**src/rtl/vdma_buf_pkg.sv**
```systemverilog
// -----------------------------------------------------------------------------
// vdma_buf_pkg
// Shared types and helpers for the VDMA frame-buffer pointer controller.
//   point_t      : frame-buffer index (up to 8 buffers)
//   MAX_BUF_NUM  : largest supported buffer count
//   next_point() : advance a pointer by one modulo num, stepping over 'skip'
// -----------------------------------------------------------------------------
package vdma_buf_pkg;

    typedef logic [2:0] point_t;

    localparam int MAX_BUF_NUM = 8;

    // Returns (cur+1) mod num; if that lands on 'skip' it advances once more.
    // With num==2 the second step folds back onto 'cur', which the caller
    // treats as "no free buffer".
    function automatic point_t next_point(input point_t     cur,
                                          input point_t     skip,
                                          input logic [3:0] num);
        logic [3:0] cand;
        cand = {1'b0, cur} + 4'd1;
        if (cand >= num) cand = 4'd0;
        if (cand[2:0] == skip) begin
            cand = cand + 4'd1;
            if (cand >= num) cand = 4'd0;
        end
        return cand[2:0];
    endfunction

endpackage

```
**src/rtl/vdma_vs_edge.sv**
```systemverilog
// -----------------------------------------------------------------------------
// vdma_vs_edge
// Two-flop registration of a clk-synchronous vsync plus a rising-edge term.
// A vsync held high yields exactly one vs_rise cycle.
//   clk     : clock
//   rst     : asynchronous active-high reset (clears history)
//   vs      : vsync input
//   vs_rise : combinational rising-edge term (vs_p0 & ~vs_p1)
// -----------------------------------------------------------------------------
module vdma_vs_edge (
    input  logic clk,
    input  logic rst,
    input  logic vs,
    output logic vs_rise
);

    logic vs_p0;
    logic vs_p1;

    // stage 0/1: vsync history
    always_ff @(posedge clk or posedge rst) begin
        if (rst) begin
            vs_p0 <= 1'b0;
            vs_p1 <= 1'b0;
        end else begin
            vs_p0 <= vs;
            vs_p1 <= vs_p0;
        end
    end

    assign vs_rise = vs_p0 & ~vs_p1;

endmodule

```
**src/rtl/vdma_buffer_point_ctrl.sv**
```systemverilog
// -----------------------------------------------------------------------------
// vdma_buffer_point_ctrl
// Rotates BUF_NUM frame buffers between a write master and a read master.
// The writer never fills the buffer being read (BUF_NUM>=3); the reader
// always moves to the most recently completed frame, or repeats its current
// one when nothing newer exists.
//
// Ports
//   clk, rst                   : clock, asynchronous active-high reset
//   wr_vs, rd_vs               : write / read vsync (rising edge = new frame)
//   wr_point, rd_point         : current write / read buffer index
//   wr_baseaddr, rd_baseaddr   : registered byte address of those buffers
//   wr_drop                    : one-cycle pulse, write reuses its buffer
//   rd_repeat                  : one-cycle pulse, read repeats its buffer
//   wr_drop_cnt, rd_repeat_cnt : saturating pulse counters, present only
//                                when VDMA_BUF_STAT_EN is defined
// -----------------------------------------------------------------------------
module vdma_buffer_point_ctrl
    import vdma_buf_pkg::*;
#(
    parameter int                    BUF_NUM      = 3,
    parameter int                    ADDR_WIDTH   = 32,
    parameter logic [ADDR_WIDTH-1:0] BASE_ADDR    = 32'h1000_0000,
    parameter logic [ADDR_WIDTH-1:0] FRAME_STRIDE = 32'h0080_0000
) (
    input  logic                  clk,
    input  logic                  rst,
    input  logic                  wr_vs,
    input  logic                  rd_vs,
    output logic [2:0]            wr_point,
    output logic [2:0]            rd_point,
    output logic [ADDR_WIDTH-1:0] wr_baseaddr,
    output logic [ADDR_WIDTH-1:0] rd_baseaddr,
    output logic                  wr_drop,
    output logic                  rd_repeat
`ifdef VDMA_BUF_STAT_EN
    ,
    output logic [15:0]           wr_drop_cnt,
    output logic [15:0]           rd_repeat_cnt
`endif
);

    localparam logic [3:0] NUM = 4'(BUF_NUM);

    logic   wr_rise;
    logic   rd_rise;
    point_t latest;
    logic   latest_valid;

    point_t wr_nxt;
    point_t rd_nxt;
    point_t latest_nxt;
    logic   latest_valid_nxt;
    logic   drop_nxt;
    logic   repeat_nxt;

    function automatic logic [ADDR_WIDTH-1:0] point_addr(input point_t p);
        return BASE_ADDR + ADDR_WIDTH'(p) * FRAME_STRIDE;
    endfunction

    vdma_vs_edge u_wr_edge (.clk(clk), .rst(rst), .vs(wr_vs), .vs_rise(wr_rise));
    vdma_vs_edge u_rd_edge (.clk(clk), .rst(rst), .vs(rd_vs), .vs_rise(rd_rise));

    // Read is resolved first so the write can skip the buffer the reader
    // lands on in the same cycle.
    always_comb begin
        wr_nxt           = wr_point;
        rd_nxt           = rd_point;
        latest_nxt       = latest;
        latest_valid_nxt = latest_valid;
        drop_nxt         = 1'b0;
        repeat_nxt       = 1'b0;

        if (rd_rise) begin
            if (wr_rise) begin
                // The frame finishing right now is the newest one.
                if (wr_point != rd_point) rd_nxt = wr_point;
                else                      repeat_nxt = 1'b1;
            end else if (latest_valid && (latest != rd_point)) begin
                rd_nxt = latest;
            end else begin
                repeat_nxt = 1'b1;
            end
        end

        if (wr_rise) begin
            latest_nxt       = wr_point;
            latest_valid_nxt = 1'b1;
            wr_nxt           = next_point(wr_point, rd_nxt, NUM);
            // Only possible with two buffers: the sole candidate is being read.
            drop_nxt         = (wr_nxt == wr_point);
        end
    end

    // stage 1: pointer state and pulses
    always_ff @(posedge clk or posedge rst) begin
        if (rst) begin
            wr_point     <= 3'd1;
            rd_point     <= 3'd0;
            latest       <= 3'd0;
            latest_valid <= 1'b0;
            wr_drop      <= 1'b0;
            rd_repeat    <= 1'b0;
        end else begin
            wr_point     <= wr_nxt;
            rd_point     <= rd_nxt;
            latest       <= latest_nxt;
            latest_valid <= latest_valid_nxt;
            wr_drop      <= drop_nxt;
            rd_repeat    <= repeat_nxt;
        end
    end

    // stage 2: base addresses follow their pointers by one cycle
    always_ff @(posedge clk or posedge rst) begin
        if (rst) begin
            wr_baseaddr <= BASE_ADDR + FRAME_STRIDE;
            rd_baseaddr <= BASE_ADDR;
        end else begin
            wr_baseaddr <= point_addr(wr_point);
            rd_baseaddr <= point_addr(rd_point);
        end
    end

`ifdef VDMA_BUF_STAT_EN
    function automatic logic [15:0] sat_inc(input logic [15:0] v);
        return (v == 16'hFFFF) ? v : v + 16'd1;
    endfunction

    // Counters step together with the pulse they count.
    always_ff @(posedge clk or posedge rst) begin
        if (rst) begin
            wr_drop_cnt   <= 16'd0;
            rd_repeat_cnt <= 16'd0;
        end else begin
            if (drop_nxt)   wr_drop_cnt   <= sat_inc(wr_drop_cnt);
            if (repeat_nxt) rd_repeat_cnt <= sat_inc(rd_repeat_cnt);
        end
    end
`endif

endmodule
```
**config.mk**
```make
export PLATFORM = sky130hd
export DESIGN_NAME = vdma_buffer_point_ctrl
export DESIGN_NICKNAME = d
export VERILOG_FILES = /design/src/rtl/vdma_buf_pkg.sv /design/src/rtl/vdma_vs_edge.sv /design/src/rtl/vdma_buffer_point_ctrl.sv
export SDC_FILE = /design/constraint.sdc
export NUM_CORES = 1
export LEC_CHECK = 0
export CAP_MARGIN = 0
export CORE_UTILIZATION = 44
export CTS_BUF_LIST = sky130_fd_sc_hd__clkbuf_8
export DETAILED_ROUTE_END_ITERATION = 16
export PLACE_DENSITY_LB_ADDON = 0.08
export RECOVER_POWER = 50
export SYNTH_ARGS = -nofsm -noshare
export SYNTH_HDL_FRONTEND = slang
export SYNTH_SLANG_ARGS = --single-unit
```
**constraint.sdc**
```tcl
create_clock -name clk -period 6.13 [get_ports clk]
set_input_delay 0.613 -clock clk [delete_from_list [all_inputs] [get_ports clk]]
set_output_delay 0.613 -clock clk [all_outputs]
set_load 0.1 [all_outputs]
```
Figure 1. Ports around the boundary (run 1).
Pins as bars across the die edge, other pins in grey.
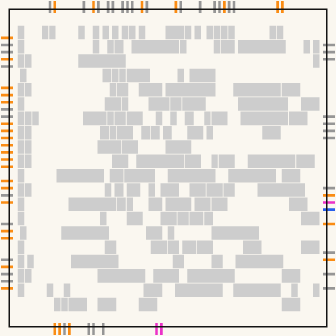
rd_repeat -> blue  # pins 1, direction output, edge right
rd_point -> magenta  # pins 3, direction output, edge 2 bottom, 1 right
rd_baseaddr -> orange  # pins 32, direction output, edge 19 left, 7 top, 3 bottom, 3 right

Figure 2. Wiring by layer (run 1).
Only two layers are drawn.
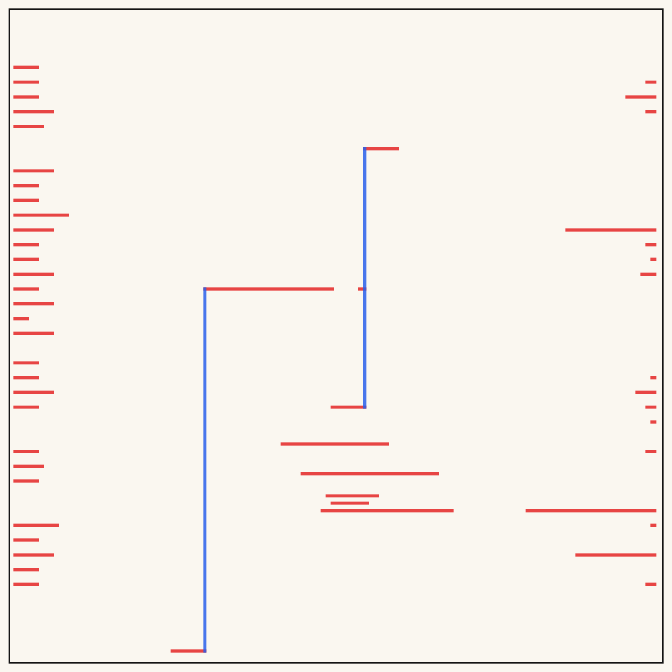
met4 -> blue  # wire length 57.1 µm
met3 -> red  # wire length 176 µm

==> impl_metrics.env, run 1 <==
# yosys + openroad results
export IMPL_status="finished, final reports clean"
export IMPL_flop_count=22
export IMPL_critPathCaptureType="output pin"
export IMPL_wl_met3_um=175
export IMPL_yosysUniqueCellTypes=37
export IMPL_hold_buffers=0
export IMPL_worst_slew_pin_slew_ns=0.969
export IMPL_hold_viol=0
export IMPL_cp_start_kind="flip-flop"
export IMPL_final_cell_area_um2=1530
export IMPL_required_ns=5.52
export IMPL_dieArea_um2=3600
export IMPL_grt_pass1_wl_um=3710
export IMPL_grt_antenna_before_repair=0
export IMPL_netlist_instances=153
export IMPL_drive_gt1_share_pct=8.24
export IMPL_die_h_um=60.0
export IMPL_yosys_cells=153
export IMPL_clock_buffers=4
export IMPL_edf_count=0
export IMPL_fmax_mhz=360
export IMPL_syn2layout_area_growth_pct=3.13
export IMPL_dpl_cell_area_um2=1470
export IMPL_relSlewSlack_pct=35.2
export IMPL_top_area_cell="dfrtp_1"
export IMPL_yosysSeqAreaShare_pct=37.3
export IMPL_ys_ff=22
export IMPL_ys_async_sr_fraction_pct=100
export IMPL_dp_final_hpwl_um=1740
export IMPL_yosysWarnings=0
export IMPL_ys_top_cells_by_count="58 x buf_4, 20 x dfrtp_1, 8 x xnor2_1"
export IMPL_logic_gates=121
export IMPL_met1_length_um=939
export IMPL_clk_latency_ns=0.26
export IMPL_cts_sinks=22
export IMPL_cts_root_buf="clkbuf_8"
export IMPL_path_buffers=1
export IMPL_nets=179
export IMPL_port_buffers=17
export IMPL_fin_ws_ns=3.35
export IMPL_yosys_area_um2=1480
export IMPL_overflow=0
export IMPL_routed_wirelength_um=2290
export IMPL_most_common_cell="buf_4"
export IMPL_largestClassByArea="combinational gates"
Figure 3. Congestion heat map (run 1).
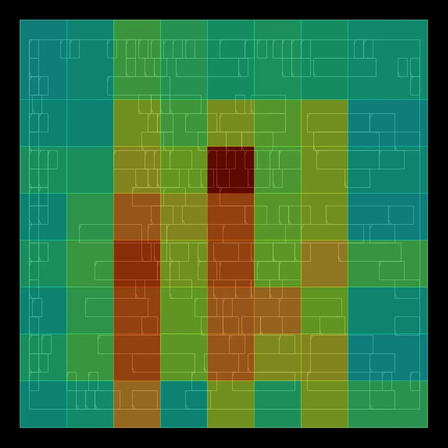
final core utilization: 48.8%
met3 GRT Util: 1.52%
Avg WL per Cell: 10.7 µm

[run 1: sequential cells by signal, indices dropped and copies added, names as in the netlist]
signal	flops
u_wr_edge.vs_p1	1
wr_drop	1
wr_baseaddr	3
rd_point	3
u_wr_edge.vs_p0	1
u_rd_edge.vs_p1	1
rd_baseaddr	3
latest	3
rd_repeat	1
u_rd_edge.vs_p0	1
wr_point	3
latest_valid	1
[run 1: final timing paths]
| path | to | slack (ns) | cells after the start |
|---|---|---|---|
| setup / recovery | wr_point[0] | 3.35 | 1 |
| hold reg to reg | u_rd_edge.vs_p1$_DFF_PP0_ | 0.38 | 0 |
| hold / removal | u_rd_edge.vs_p1$_DFF_PP0_ | 0.38 | 0 |
| setup reg to reg | wr_drop$_DFF_PP0_ | 3.45 | 9 |
| min in group asynchronous | rd_repeat$_DFF_PP0_ | 0.94 | 2 |
| max in group asynchronous | latest_valid$_DFFE_PP0P_ | 4.69 | 2 |
[run 1: placed cells by master, fill, tap and decap left out, types with 2 or more instances in the layout]
cell type and n:
conb_1 58, dfrtp_1 20, clkdlybuf4s50_1 14, xnor2_1 8, nand2_1 6, nor2_1 6
inv_1 5, a31oi_1 4, nand3_1 4, ha_1 4, clkbuf_8 4, o21ai_0 3
nand2b_1 3, dlygate4sd3_1 3, a21oi_2 2, and3b_1 2, a21oi_1 2, a21o_1 2
[run 1: kinds of logic (layout without fill, tap and decap cells)]
group                      count (synthesis)  after routing  synth area share [%]
AOI/OAI and AO/OA                         22             22                  11.1
xor gates and xnor gates                   8              8                  4.73
adders and majority gates                  4              4                  3.38
buffers and inverters                     66             27                  31.5
DFF                                       22             22                  37.3
other                                      2             58                 0.507
and+or+nand+nor                           29             29                  11.4
==> run 1 -> run 2 <==
Settings changed: CORE_UTILIZATION 44 to 37.
Clock period 6.13 ns to 2.5 ns, I/O delays scaled along.
Figure 4. Wiring by layer (run 2).
Only two layers are drawn.
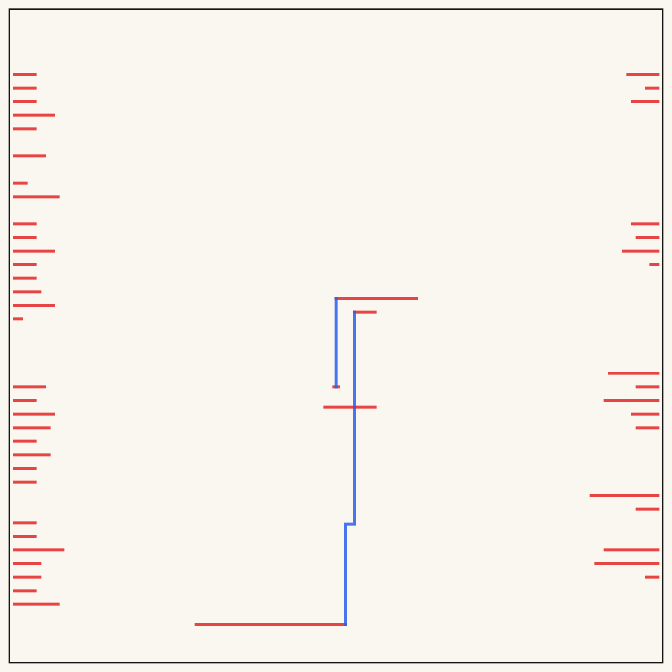
vias: 942
Avg WL per Cell: 10.9 µm
gr usage total: 13.2%

==> run 2 against run 1 <==
Against the previous run:
- global-route usage fell by 1.0 points
- synthesized cell count unchanged
- clock skew is 0.0010 ns lower
- setup slack got worse by 3.3 ns
- via count up 3.7%
- design area rose by 5.3%
- flip-flop count unchanged
- wire length grew 6.8%
- largest cell class unchanged
- highest routed layer unchanged
==> impl_metrics.env, run 2 <==
# yosys + openroad results
export IMPL_required_ns=2.68
export IMPL_r2r_end="wr_drop$_DFF_PP0_"
export IMPL_relSlewSlack_pct=63.3
export IMPL_fmax_mhz=416
export IMPL_grt_antenna_before_repair=0
export IMPL_port_buffers=17
export IMPL_hold_buffers=0
export IMPL_ys_ff=22
export IMPL_fin_ws_ns=0.0977
export IMPL_yosys_cells=153
export IMPL_routed_wirelength_um=2450
export IMPL_status="finished, final reports clean"
export IMPL_min_to="u_rd_edge.vs_p1$_DFF_PP0_"
export IMPL_clk_latency_ns=0.26
export IMPL_yosysWarnings=0
export IMPL_hold_viol=0
export IMPL_worst_slew_pin_slew_ns=0.550
export IMPL_yosysSeqAreaShare_pct=37.3
export IMPL_hold_depth=0
export IMPL_cp_start_kind="flip-flop"
export IMPL_top_area_cell="dfrtp_1"
export IMPL_mostFrequentLayoutCells="58 x conb_1, 20 x buf_4, 18 x dfrtp_1"
export IMPL_path_buffers=0
export IMPL_dp_final_hpwl_um=1950
export IMPL_nets=186
export IMPL_critPathCaptureType="flip-flop"
export IMPL_ys_top_cells_by_count="58 x buf_4, 20 x dfrtp_1, 8 x xnor2_1"
export IMPL_netlist_instances=153
export IMPL_yosys_area_um2=1480
export IMPL_grt_pass1_wl_um=4180
export IMPL_most_common_cell="buf_4"
export IMPL_path_depth=9
Figure 5. Congestion heat map (run 2).
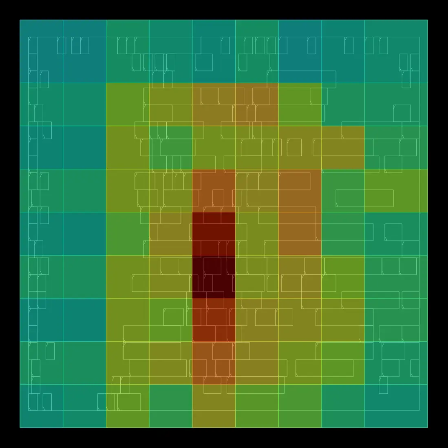
grt met2 use: 21.5%
grt peak-use layer: met2
final core utilization: 43.0%
met1 GRT Util: 16.5%

[run 2: cell counts after synthesis]
No cell type changed its count.
[run 2: routing by layer]
| layer | global-route usage [%] | vias up | share of wire, % |
|---|---|---|---|
| met1 | 16.5 | 449 | 44 |
| met3 | 2.60 | 4 | 6.8 |
| met4 | 6.52 | 0 | 1.7 |
| li1 | - | 435 | - |
| met2 | 21.5 | 54 | 48 |
| met5 | 0 | - | 0 |
[run 2: cell families (layout without fill, tap and decap cells)]
logic type,count (synthesis),count (layout),share of synthesized area [%]
XOR/XNOR,8,8,4.73
buffers and inverters,66,34,31.5
AND/OR/NAND/NOR,29,29,11.4
AND-OR/OR-AND,22,22,11.1
flip-flops,22,22,37.3
other,2,58,0.507
adder cells (fa/ha/maj),4,4,3.38
[run 2: what timing repair did]
action                                  in CTS  in global routing
hold endpoints to repair                     0                  0
buffers inserted                             0                  0
pin swaps                                    1                  3
endpoints found under the setup margin       1                  2
resized                                      1                  4
[run 2: metrics by stage]
step / instance area (µm²) / util (%)
2_1_floorplan: 1730 / -
3_3_place_gp: 1530 / 40.8
3_5_place_dp: 1530 / 40.8
4_1_cts: 1600 / 42.7
5_1_grt: 1610 / 43.0
6_report: 1610 / 43.0
[run 2: cell type report]
class                   count  area, µm²  share of cell area [%]
well taps                  48       60.1                    3.73
flip-flops and latches     22        562                    34.9
clock inverters             1       30.0                    1.87
inverters                   6       25.0                    1.56
multi-input cells         121        707                    43.9
clock buffers               3       41.3                    2.57
repair buffers             24        184                    11.4
